Figure 1. Signal wires on met2.
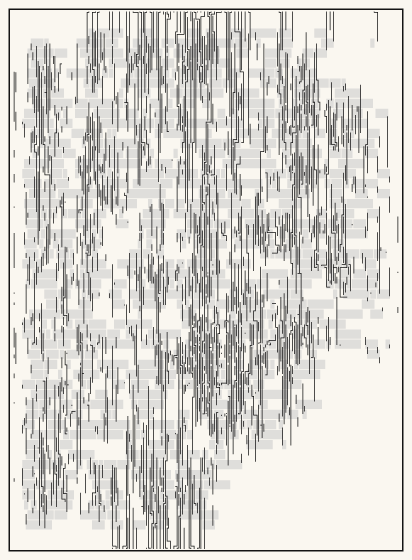
Figure 2. Signal wires on met3.
Scale bar: 20 um.
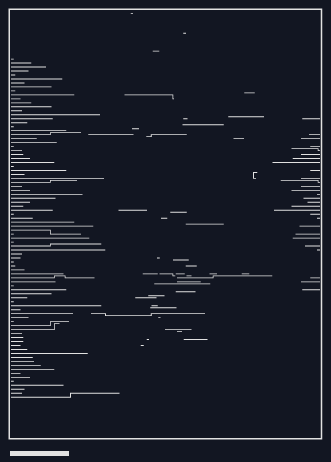
[src/rtl/my_pkg.sv]
// Shared FSM/section types and default section sizes for weight_load_ctrl.
package my_pkg;
  localparam int KERNEL_NUM_DEF = 81;
  localparam int BIAS_NUM_DEF   = 12;
  localparam int SCALE_NUM_DEF  = 24;

  typedef enum logic [1:0] {ST_IDLE, ST_REQ, ST_WAIT, ST_DONE} wl_state_e;
  typedef enum logic [1:0] {SEC_KERNEL, SEC_BIAS, SEC_SCALE, SEC_CFG} wl_sec_e;

  // Sections are contiguous; an empty section has coincident bounds and never matches.
  function automatic wl_sec_e section_of(
    input logic [15:0] idx,
    input logic [15:0] bias_start,
    input logic [15:0] scale_start,
    input logic [15:0] cfg_idx
  );
    wl_sec_e sec;
    if (idx < bias_start)       sec = SEC_KERNEL;
    else if (idx < scale_start) sec = SEC_BIAS;
    else if (idx < cfg_idx)     sec = SEC_SCALE;
    else                        sec = SEC_CFG;
    return sec;
  endfunction
endpackage

[src/rtl/weight_load_ctrl.sv]
// Streams kernel/bias/scale/cfg words from memory into their destination buffers.
// Optional XOR checksum output is built when WEIGHT_LOAD_CHECKSUM_EN is defined.
module weight_load_ctrl
  import my_pkg::*;
#(
  parameter int          pWEIGHT_DATA_WIDTH = 64,
  parameter logic [31:0] pWEIGHT_BASE_ADDR  = 32'h4000_0000,
  parameter int          pKERNEL_NUM        = KERNEL_NUM_DEF,
  parameter int          pBIAS_NUM          = BIAS_NUM_DEF,
  parameter int          pDEQUANT_SCALE_NUM = SCALE_NUM_DEF
) (
  input  logic                          clk,
  input  logic                          rst,
  input  logic                          start,
  output logic                          busy,
  output logic                          done,
  output logic [31:0]                   rd_addr,
  output logic                          rd_req,
  input  logic                          rd_ready,
  input  logic [pWEIGHT_DATA_WIDTH-1:0] rd_data,
  input  logic                          rd_data_vld,
  output logic [pWEIGHT_DATA_WIDTH-1:0] wr_data,
  output logic                          kernel_we,
  output logic                          bias_we,
  output logic                          scale_we,
  output logic                          cfg_we,
  output logic [15:0]                   wr_addr
`ifdef WEIGHT_LOAD_CHECKSUM_EN
  ,
  output logic [pWEIGHT_DATA_WIDTH-1:0] checksum
`endif
);

  localparam logic [15:0] LP_BIAS_START  = 16'(pKERNEL_NUM);
  localparam logic [15:0] LP_SCALE_START = 16'(pKERNEL_NUM + pBIAS_NUM);
  localparam logic [15:0] LP_CFG_IDX     = 16'(pKERNEL_NUM + pBIAS_NUM + pDEQUANT_SCALE_NUM);
  localparam logic [31:0] LP_ADDR_STEP   = 32'(pWEIGHT_DATA_WIDTH / 8);

  wl_state_e                     r_state;
  logic [15:0]                   r_word_cnt;
  logic                          r_busy;
  logic                          r_done;
  logic                          r_rd_req;
  logic [31:0]                   r_rd_addr;
  logic [pWEIGHT_DATA_WIDTH-1:0] r_wr_data;
  logic [15:0]                   r_wr_addr;
  logic                          r_kernel_we;
  logic                          r_bias_we;
  logic                          r_scale_we;
  logic                          r_cfg_we;

  wl_sec_e                       w_sec;
  logic [15:0]                   w_offset;

  always_comb begin
    w_offset = '0;
    w_sec    = section_of(r_word_cnt, LP_BIAS_START, LP_SCALE_START, LP_CFG_IDX);
    unique case (w_sec)
      SEC_KERNEL: w_offset = r_word_cnt;
      SEC_BIAS:   w_offset = r_word_cnt - LP_BIAS_START;
      SEC_SCALE:  w_offset = r_word_cnt - LP_SCALE_START;
      SEC_CFG:    w_offset = '0;
    endcase
  end

  // NOTE: rst is tested inside the clocked block, so reset is synchronous; all state uses <=.
  always_ff @(posedge clk) begin
    if (rst) begin
      r_state     <= ST_IDLE;
      r_word_cnt  <= '0;
      r_busy      <= 1'b0;
      r_done      <= 1'b0;
      r_rd_req    <= 1'b0;
      r_rd_addr   <= pWEIGHT_BASE_ADDR;
      r_wr_data   <= '0;
      r_wr_addr   <= '0;
      r_kernel_we <= 1'b0;
      r_bias_we   <= 1'b0;
      r_scale_we  <= 1'b0;
      r_cfg_we    <= 1'b0;
    end else begin
      r_kernel_we <= 1'b0;
      r_bias_we   <= 1'b0;
      r_scale_we  <= 1'b0;
      r_cfg_we    <= 1'b0;
      case (r_state)
        ST_IDLE: begin
          if (start) begin
            r_state    <= ST_REQ;
            r_busy     <= 1'b1;
            r_rd_req   <= 1'b1;
            r_rd_addr  <= pWEIGHT_BASE_ADDR;
            r_word_cnt <= '0;
          end
        end
        ST_REQ: begin
          if (rd_ready) begin
            r_rd_req <= 1'b0;
            r_state  <= ST_WAIT;
          end
        end
        ST_WAIT: begin
          if (rd_data_vld) begin
            r_wr_data   <= rd_data;
            r_wr_addr   <= w_offset;
            r_kernel_we <= (w_sec == SEC_KERNEL);
            r_bias_we   <= (w_sec == SEC_BIAS);
            r_scale_we  <= (w_sec == SEC_SCALE);
            r_cfg_we    <= (w_sec == SEC_CFG);
            r_rd_addr   <= r_rd_addr + LP_ADDR_STEP;
            r_word_cnt  <= r_word_cnt + 16'd1;
            // The cfg word is always last, so it ends the load.
            if (w_sec == SEC_CFG) begin
              r_state <= ST_DONE;
              r_done  <= 1'b1;
            end else begin
              r_state  <= ST_REQ;
              r_rd_req <= 1'b1;
            end
          end
        end
        ST_DONE: begin
          r_state <= ST_IDLE;
          r_done  <= 1'b0;
          r_busy  <= 1'b0;
        end
        default: r_state <= ST_IDLE;
      endcase
    end
  end

`ifdef WEIGHT_LOAD_CHECKSUM_EN
  logic [pWEIGHT_DATA_WIDTH-1:0] r_checksum;

  always_ff @(posedge clk) begin
    if (rst)                                     r_checksum <= '0;
    else if (r_state == ST_IDLE && start)        r_checksum <= '0;
    else if (r_state == ST_WAIT && rd_data_vld)  r_checksum <= r_checksum ^ rd_data;
  end

  assign checksum = r_checksum;
`endif

  assign busy      = r_busy;
  assign done      = r_done;
  assign rd_req    = r_rd_req;
  assign rd_addr   = r_rd_addr;
  assign wr_data   = r_wr_data;
  assign wr_addr   = r_wr_addr;
  assign kernel_we = r_kernel_we;
  assign bias_we   = r_bias_we;
  assign scale_we  = r_scale_we;
  assign cfg_we    = r_cfg_we;

endmodule
[config.mk]
export PLATFORM = sky130hd
export DESIGN_NAME = weight_load_ctrl
export DESIGN_NICKNAME = d
export VERILOG_FILES = /design/src/rtl/my_pkg.sv /design/src/rtl/weight_load_ctrl.sv
export SDC_FILE = /design/constraint.sdc
export NUM_CORES = 1
export LEC_CHECK = 0
export CORE_ASPECT_RATIO = 1.4
export CORE_MARGIN = 3
export CORE_UTILIZATION = 40
export CTS_CLUSTER_SIZE = 20
export DETAILED_ROUTE_END_ITERATION = 10
export PLACE_DENSITY = 0.68
export SLEW_MARGIN = 5
export SYNTH_ARGS = -nofsm -noshare
export SYNTH_HDL_FRONTEND = slang
export SYNTH_SLANG_ARGS = --single-unit
[constraint.sdc]
create_clock -name clk -period 2.4 [get_ports clk]
set_input_delay 0.48 -clock clk [delete_from_list [all_inputs] [get_ports clk]]
set_output_delay 0.48 -clock clk [all_outputs]
set_load 0.05 [all_outputs]
==> results.py <==
# Auto-generated metrics
metrics = {
    "route": {
        "drt_pass1_iterations": 5,
        "ant_nets": 0,
        "wl_met1_um": 6190,
    },
    "logic_synthesis": {
        "synthCells": 678,
        "synthTopCellsByArea": "dfxtp_1 48%, nand2_1 11%, a21oi_1 7.0%",
        "synthMostInstantiatedCell": "nand2_1",
        "yosys.area.top_type_share_pct": 47.7,
        "synthesis.area_um2": 5630,
        "postSynthSeqShare_pct": 47.7,
    },
    "power": {
        "power_density_nw_per_um2": 651,
    },
    "run_status": {
        "outcome": "complete, no violations",
    },
    "layout": {
        "layout_top_cells": "183 x clkdlybuf4s50_1, 162 x nand2_1, 134 x dfxtp_1, 79 x a21oi_1, 61 x nor2_1",
        "register_area_um2": 2680,
    },
    "global_routing": {
        "antenna_found_initial": 0,
    },
    "min_path": {
        "hold_path_depth": 2,
        "hold_end": "wr_addr[9]$_SDFFE_PP0P_",
    },
    "setup_path": {
        "worstPathArrival_ns": 1.69,
    },
    "floorplanning": {
        "fp_util_pct": 41.4,
        "die_area_um2": 15500,
    },
    "clock_tree": {
        "path_clk_slew_ns": 0.06,
    },
    "placed_design": {
        "gp_congestion": 0.863,
    },
}
-- Figure 1 (at the start) --
longest straight run: 44.5 um
wire length on this layer: 8100 um
nets with wire on the layer: 779
main direction: vertical
met2 Track Usage GR: 34.9%
detailed-route via count: 5335
Total Wirelength: 16000 um

-- Figure 2 (at the start) --
wire length on this layer: 1430 um
main direction: horizontal
longest straight run: 32.0 um
nets with wire on the layer: 141
share of all routed wire: 9.0%
met3 Use GR: 9.02%

## final cells by class
| type | count | share of cell area [%] |
|---|---|---|
| Inverter | 7 | 0.320 |
| Multi-Input combinational cell | 490 | 32.7 |
| Clock inverter | 10 | 1.75 |
| Tap cell | 182 | 2.77 |
| Clock buffer | 21 | 5.72 |
| Sequential cell | 134 | 32.6 |
| Timing Repair Buffer | 198 | 24.1 |
## registers in the layout, summed over array words and instances (netlist names)
signal / flops
wr_data: 64
rd_addr: 29
r_word_cnt: 16
wr_addr: 16
r_state: 2
bias_we: 1
busy: 1
cfg_we: 1
done: 1
kernel_we: 1
rd_req: 1
scale_we: 1
## kinds of logic (layout without fill, tap and decap cells)
kind of cell / after synthesis / after routing / share of synthesized area (%)
AOI/OAI and AO/OA: 119 / 119 / 13.1
xor gates and xnor gates: 39 / 39 / 6.07
adders and majority gates: 3 / 3 / 0.667
buffers and inverters: 56 / 236 / 4.69
DFF: 134 / 134 / 47.7
muxes: 3 / 3 / 0.623
other: 1 / 3 / 0.0667
and+or+nand+nor: 323 / 323 / 27.1
## worst reg2reg max path, cell delays in order, from the launching register on
cell and delay (ns):
dfxtp_1 0.31, inv_1 0.08, ha_1 0.31, nor2b_1 0.14, o211ai_2 0.30, o2111ai_1 0.17
a2111oi_0 0.58, o31a_1 0.18
## per-stage QoR
step	total power [uW]	utilization [%]	worst slack (ns)	cells	hold slack [ns]
detailed placement	2710	56.0	0.0671	1011	0.440
finish	5350	60.6	0.227	1042	0.442
global route	5540	60.6	0.0711	1042	0.463
CTS	5400	60.6	0.214	1042	0.446
floorplan	2510	-	0.424	680	0.469
global placement	2700	56.0	0.136	1011	0.441
Power and IR drop assume default switching activity.
